**src/rtl/pid_pkg.sv**
```systemverilog
// Shared definitions for the time-shared PID multiplier: widths, FSM states and the saturating clamp.
package pid_pkg;

  localparam int W_DEF     = 6;
  localparam int SHIFT_DEF = 3;

  // Accumulator width: room for the sum of three exact W x W products plus sign.
  function automatic int acc_w(input int w);
    return 2 * w + 2;
  endfunction

  localparam int ACC_W = acc_w(W_DEF);

  typedef enum logic [2:0] {
    IDLE  = 3'd0,
    MUL_P = 3'd1,
    MUL_I = 3'd2,
    MUL_D = 3'd3,
    DONE  = 3'd4
  } state_t;

  // Clamp a signed value to the range of a w-bit two's complement number.
  function automatic logic signed [31:0] sat_w(input logic signed [31:0] x, input int w);
    logic signed [31:0] hi;
    logic signed [31:0] lo;
    hi = (32'sd1 <<< (w - 1)) - 32'sd1;
    lo = -(32'sd1 <<< (w - 1));
    if (x > hi)      return hi;
    else if (x < lo) return lo;
    else             return x;
  endfunction

endpackage

```
**src/rtl/pid_serial_mult.sv**
```systemverilog
// Serial shift-add multiplier, LSB first, accumulating into a shared signed accumulator.
module pid_serial_mult
  import pid_pkg::*;
#(
  parameter int W = W_DEF
) (
  input  logic                         clk,
  input  logic                         rst,
  input  logic                         load,
  input  logic                         step,
  input  logic                         clear,
  input  logic signed [W-1:0]          mcand,
  input  logic        [W-1:0]          mult,
  output logic signed [acc_w(W)-1:0]   acc_next
);

  localparam int AW = acc_w(W);

  logic signed [AW-1:0] acc;
  logic signed [AW-1:0] mc;
  logic        [W-1:0]  g;

  // Next accumulator value; exported so the output can be formed on the final step edge.
  always_comb begin
    acc_next = acc;
    if (clear)
      acc_next = '0;
    else if (step && g[0])
      acc_next = acc + mc;
  end

  // Accumulator register, cleared by reset so an aborted sample leaves nothing behind.
  always_ff @(posedge clk or posedge rst) begin
    if (rst)
      acc <= '0;
    else
      acc <= acc_next;
  end

  // Multiplicand/gain shifters; a load takes priority so the next term can start on the last step edge.
  always_ff @(posedge clk) begin
    if (load) begin
      mc <= {{(AW-W){mcand[W-1]}}, mcand};
      g  <= mult;
    end else if (step) begin
      mc <= mc <<< 1;
      g  <= g >> 1;
    end
  end

endmodule

```
**src/rtl/pid_mult_scheduler.sv**
```systemverilog
// PID sequencer: one serial multiplier shared across the P, I and D terms, summed, scaled and clamped.
module pid_mult_scheduler
  import pid_pkg::*;
#(
  parameter int W     = W_DEF,
  parameter int SHIFT = SHIFT_DEF
) (
  input  logic                clk,
  input  logic                rst,
  input  logic                ena,
  input  logic                sample_valid,
  output logic                sample_ready,
  input  logic signed [W-1:0] e,
  input  logic        [W-1:0] K_p,
  input  logic        [W-1:0] K_i,
  input  logic        [W-1:0] K_d,
  output logic signed [W-1:0] u,
  output logic                u_valid,
  output logic                busy
);

  localparam int AW = acc_w(W);
  localparam int CW = (W > 1) ? $clog2(W) : 1;

  state_t               state, state_nxt;
  logic [CW-1:0]        cnt, cnt_nxt;
  logic                 last, accept;
  logic                 load, step, clear, upd;
  logic signed [W-1:0]  mcand;
  logic        [W-1:0]  mult;
  logic signed [W-1:0]  e_sum, e_prev, e_diff;
  logic        [W-1:0]  ki_q, kd_q;
  logic signed [AW-1:0] acc_next;

  assign sample_ready = (state == IDLE) && ena;
  assign u_valid      = (state == DONE) && ena;
  assign busy         = (state != IDLE);
  assign accept       = sample_valid && sample_ready;
  assign last         = (cnt == CW'(W - 1));

  // Sequencing: each MUL state steps W times; the last step of P and I also loads the next operand pair.
  always_comb begin
    state_nxt = state;
    cnt_nxt   = cnt;
    load      = 1'b0;
    step      = 1'b0;
    clear     = 1'b0;
    upd       = 1'b0;
    mcand     = e;
    mult      = K_p;
    if (ena) begin
      case (state)
        IDLE: if (sample_valid) begin
          state_nxt = MUL_P;
          cnt_nxt   = '0;
          load      = 1'b1;
          clear     = 1'b1;
        end
        MUL_P: begin
          step    = 1'b1;
          cnt_nxt = cnt + CW'(1);
          if (last) begin
            state_nxt = MUL_I;
            cnt_nxt   = '0;
            load      = 1'b1;
            mcand     = e_sum;
            mult      = ki_q;
          end
        end
        MUL_I: begin
          step    = 1'b1;
          cnt_nxt = cnt + CW'(1);
          if (last) begin
            state_nxt = MUL_D;
            cnt_nxt   = '0;
            load      = 1'b1;
            mcand     = e_diff;
            mult      = kd_q;
          end
        end
        MUL_D: begin
          step    = 1'b1;
          cnt_nxt = cnt + CW'(1);
          if (last) begin
            state_nxt = DONE;
            cnt_nxt   = '0;
            upd       = 1'b1;
          end
        end
        DONE:    state_nxt = IDLE;
        default: begin
          state_nxt = IDLE;
          cnt_nxt   = '0;
        end
      endcase
    end
  end

  // FSM state and bit counter.
  always_ff @(posedge clk or posedge rst) begin
    if (rst) begin
      state <= IDLE;
      cnt   <= '0;
    end else begin
      state <= state_nxt;
      cnt   <= cnt_nxt;
    end
  end

  // Running integral, previous error and the clamped output (all cleared by reset).
  always_ff @(posedge clk or posedge rst) begin
    if (rst) begin
      e_sum  <= '0;
      e_prev <= '0;
      u      <= '0;
    end else begin
      if (accept) begin
        e_sum  <= W'(sat_w(32'(e_sum) + 32'(e), W));
        e_prev <= e;
      end
      if (upd)
        u <= W'(sat_w(32'(acc_next >>> SHIFT), W));
    end
  end

  // Per-sample operands latched at accept; always written before being used.
  always_ff @(posedge clk) begin
    if (accept) begin
      e_diff <= W'(sat_w(32'(e) - 32'(e_prev), W));
      ki_q   <= K_i;
      kd_q   <= K_d;
    end
  end

  pid_serial_mult #(.W(W)) u_mult (
    .clk      (clk),
    .rst      (rst),
    .load     (load),
    .step     (step),
    .clear    (clear),
    .mcand    (mcand),
    .mult     (mult),
    .acc_next (acc_next)
  );

endmodule

```
**config.mk**
```make
export PLATFORM = sky130hd
export DESIGN_NAME = pid_mult_scheduler
export DESIGN_NICKNAME = d
export VERILOG_FILES = /design/src/rtl/pid_pkg.sv /design/src/rtl/pid_serial_mult.sv /design/src/rtl/pid_mult_scheduler.sv
export SDC_FILE = /design/constraint.sdc
export NUM_CORES = 1
export LEC_CHECK = 0
export ABC_CLOCK_PERIOD_IN_PS = 3290
export CAP_MARGIN = 20
export CORE_ASPECT_RATIO = 1.75
export CORE_MARGIN = 2
export CORE_UTILIZATION = 40
export CTS_CLUSTER_DIAMETER = 150
export DETAILED_ROUTE_END_ITERATION = 16
export SLEW_MARGIN = 20
export SYNTH_ARGS = -nofsm -noshare
export SYNTH_HDL_FRONTEND = slang
export SYNTH_SLANG_ARGS = --single-unit
```
**constraint.sdc**
```tcl
create_clock -name clk -period 3.29 [get_ports clk]
set_input_delay 0.658 -clock clk [delete_from_list [all_inputs] [get_ports clk]]
set_output_delay 0.658 -clock clk [all_outputs]
set_load 0.1 [all_outputs]
```
Figure 1. Met3 routing.
Cells faint in the background.
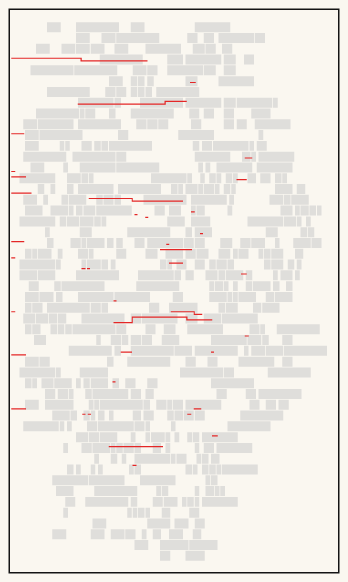
main direction = horizontal
nets with wire on the layer = 22
longest straight run = 21.8 um
share of all routed wire = 1.9%

==> run summary <==
Flow results.

- For this run, the post-layout net count is 535.
- In the final layout, the fill cell count is 1009.
- Per the post-CTS timing run, clock transition at the registers of the reported paths is approximately 0.06 ns.
- The final setup violation count is 0.
- The type of the tightest min-delay check is reg -> reg.
- The pin closest to its max-slew limit shows a slew of 0.539 ns.
- The total number of H-tree levels is 3.
- Looking at the clock tree report, the root buffer type is sky130_fd_sc_hd__clkbuf_16.
- The met3 usage in global routing is 3.24%.
- When the netlist entered floorplanning its net count stood at 482.
- Per the layout area report, the register area comes to 2090 sq um.
- The delay of the slowest cell on the worst path is 0.44 ns.
- The initial antenna violation count is 0.
- The main flop type is sky130_fd_sc_hd__edfxtp_1.
- The routability congestion estimate is 0.824.
- The buffering stage count on the worst path with inverters included is 1.
- The synthesis log from Yosys contains 0 warnings.
- The final max-slew violation count recorded for this run is 0.
- In this run the tool buffered the top-level ports with 36 buffer cells.
- The startpoint identified for the worst hold timing path is u_mult.acc[2]$_DFFE_PP0P_.
- Setup total negative slack on the finished layout was measured at 0 ns.
- The worst setup path is launched from a flip-flop.
- Derived from the worst setup path, the maximum achievable clock frequency is 328 MHz.
- The number of cells in Yosys stat is between 400 and 500.
- The global-route usage over all layers is 18.8%.
- The placement stage leaves a total instance area of 4960 sq um.
- The final non-filler cell total is 614.
- The initial core utilization is ~41%.
- After detailed routing, the total wire length is 9840 um.
- The static leakage is approximately 2.3 nW.
- Measured along the x axis, the die boundary spans 82.7 um.
- OpenSTA lists the critical path startpoint as u_mult.mc[0]$_SDFFCE_PN0P_.
- Global routing consumed, on the met2 layer, between 30% and 40% of the routing resources.
- The final critical-path setup slack is 0.241 ns.
- The via count is ~3.3k.
- The largest buffer count on any clock path is 2.
- The kind of capture point of the worst setup path is a flip-flop.
- The OpenROAD warning count is 26.
- Setup repair after global routing left no endpoint under its margin.
- The share of the synthesized area in the top cell type is 26.3%.
- The area growth from synthesis to layout is 22.2%.
- Nets still carrying antenna violations after routing amount to 0.
- Summing all multi-input logic gate instances after layout gives 2090 sq um.
- The clock sink count is 76.
- The post-cts sizing count is 0.
- After the first detailed-routing iteration, the DRC count stood at 152.
- The run finished with clean final reports.
- For this design, the slowest cell found on the critical path is sky130_fd_sc_hd__fa_1.
- Summing every instance area after synthesis gives 4330 sq um.
- The chip area is 11700 sq um.
Figure 2. Metal 4.
Bar = 20 um. Supply wires on this layer in grey.
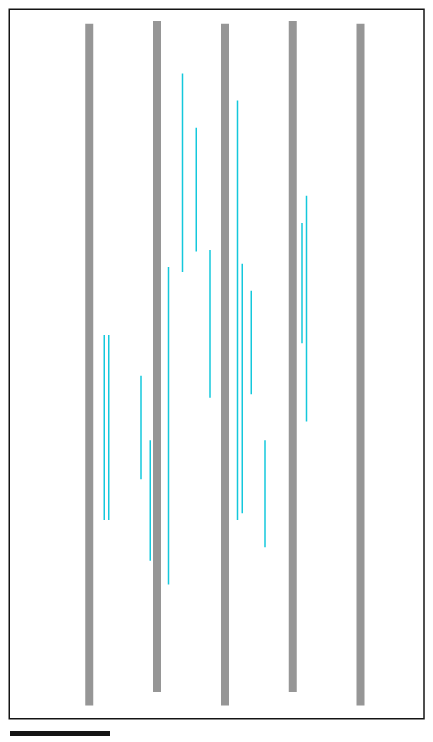
nets with wire on the layer = 11
main direction = vertical
longest straight run = 83.6 um
wire length on this layer = 518 um
share of all routed wire = 5.3%

## final timing paths
path,cells after the start,endpoint,slack (ns)
setup / recovery,12,u[2]$_DFFE_PP0P_,0.24
setup reg to reg,12,u[2]$_DFFE_PP0P_,0.24
min in group asynchronous,3,e_prev[0]$_DFFE_PP0P_,0.76
max in group asynchronous,3,u[0]$_DFFE_PP0P_,2.15
hold reg to reg,2,u_mult.acc[2]$_DFFE_PP0P_,0.49
hold / removal,2,u_mult.acc[2]$_DFFE_PP0P_,0.49
## registers in the layout, indices dropped and copies added (netlist names)
| signal | flops |
|---|---|
| kd_q | 6 |
| u | 6 |
| u_mult.g | 6 |
| state | 3 |
| e_sum | 6 |
| e_prev | 6 |
| ki_q | 6 |
| u_mult.mc | 14 |
| u_mult.acc | 14 |
| cnt | 3 |
| e_diff | 6 |
## per-layer routing
metal / wire (um) / vias to the layer above
li1: - / 1658
met1: 3560 / 1587
met2: 5570 / 45
met3: 186 / 30
met4: 517 / 0
met5: 0 / -
## kinds of logic after synthesis
| logic type | Yosys count | synth area share, % |
|---|---|---|
| AND/OR/NAND/NOR | 108 | 11.8 |
| flip-flops | 76 | 48.3 |
| buffers and inverters | 39 | 3.46 |
| AND-OR/OR-AND | 150 | 22.5 |
| multiplexers | 5 | 1.27 |
| adder cells (fa/ha/maj) | 31 | 9.30 |
| XOR/XNOR | 17 | 3.44 |
## area by class of cell
type                       instances  area share, %
clock buffer                      13           5.13
sequential                        76           39.5
clock inverter                     3           1.28
multi-input combinational        311           39.5
inverter                          24           1.70
tap                              130           3.07
timing repair buffer              57           9.83
## power by group
| group | internal, mW | switching, mW | total (mW) |
|---|---|---|---|
| logic | 1.02 | 1.45 | 2.46 |
| registers | 1.36 | 0.214 | 1.58 |
| clock network | 0.732 | 0.381 | 1.11 |
No activity file was given, so power comes from the tool's default toggle rates.
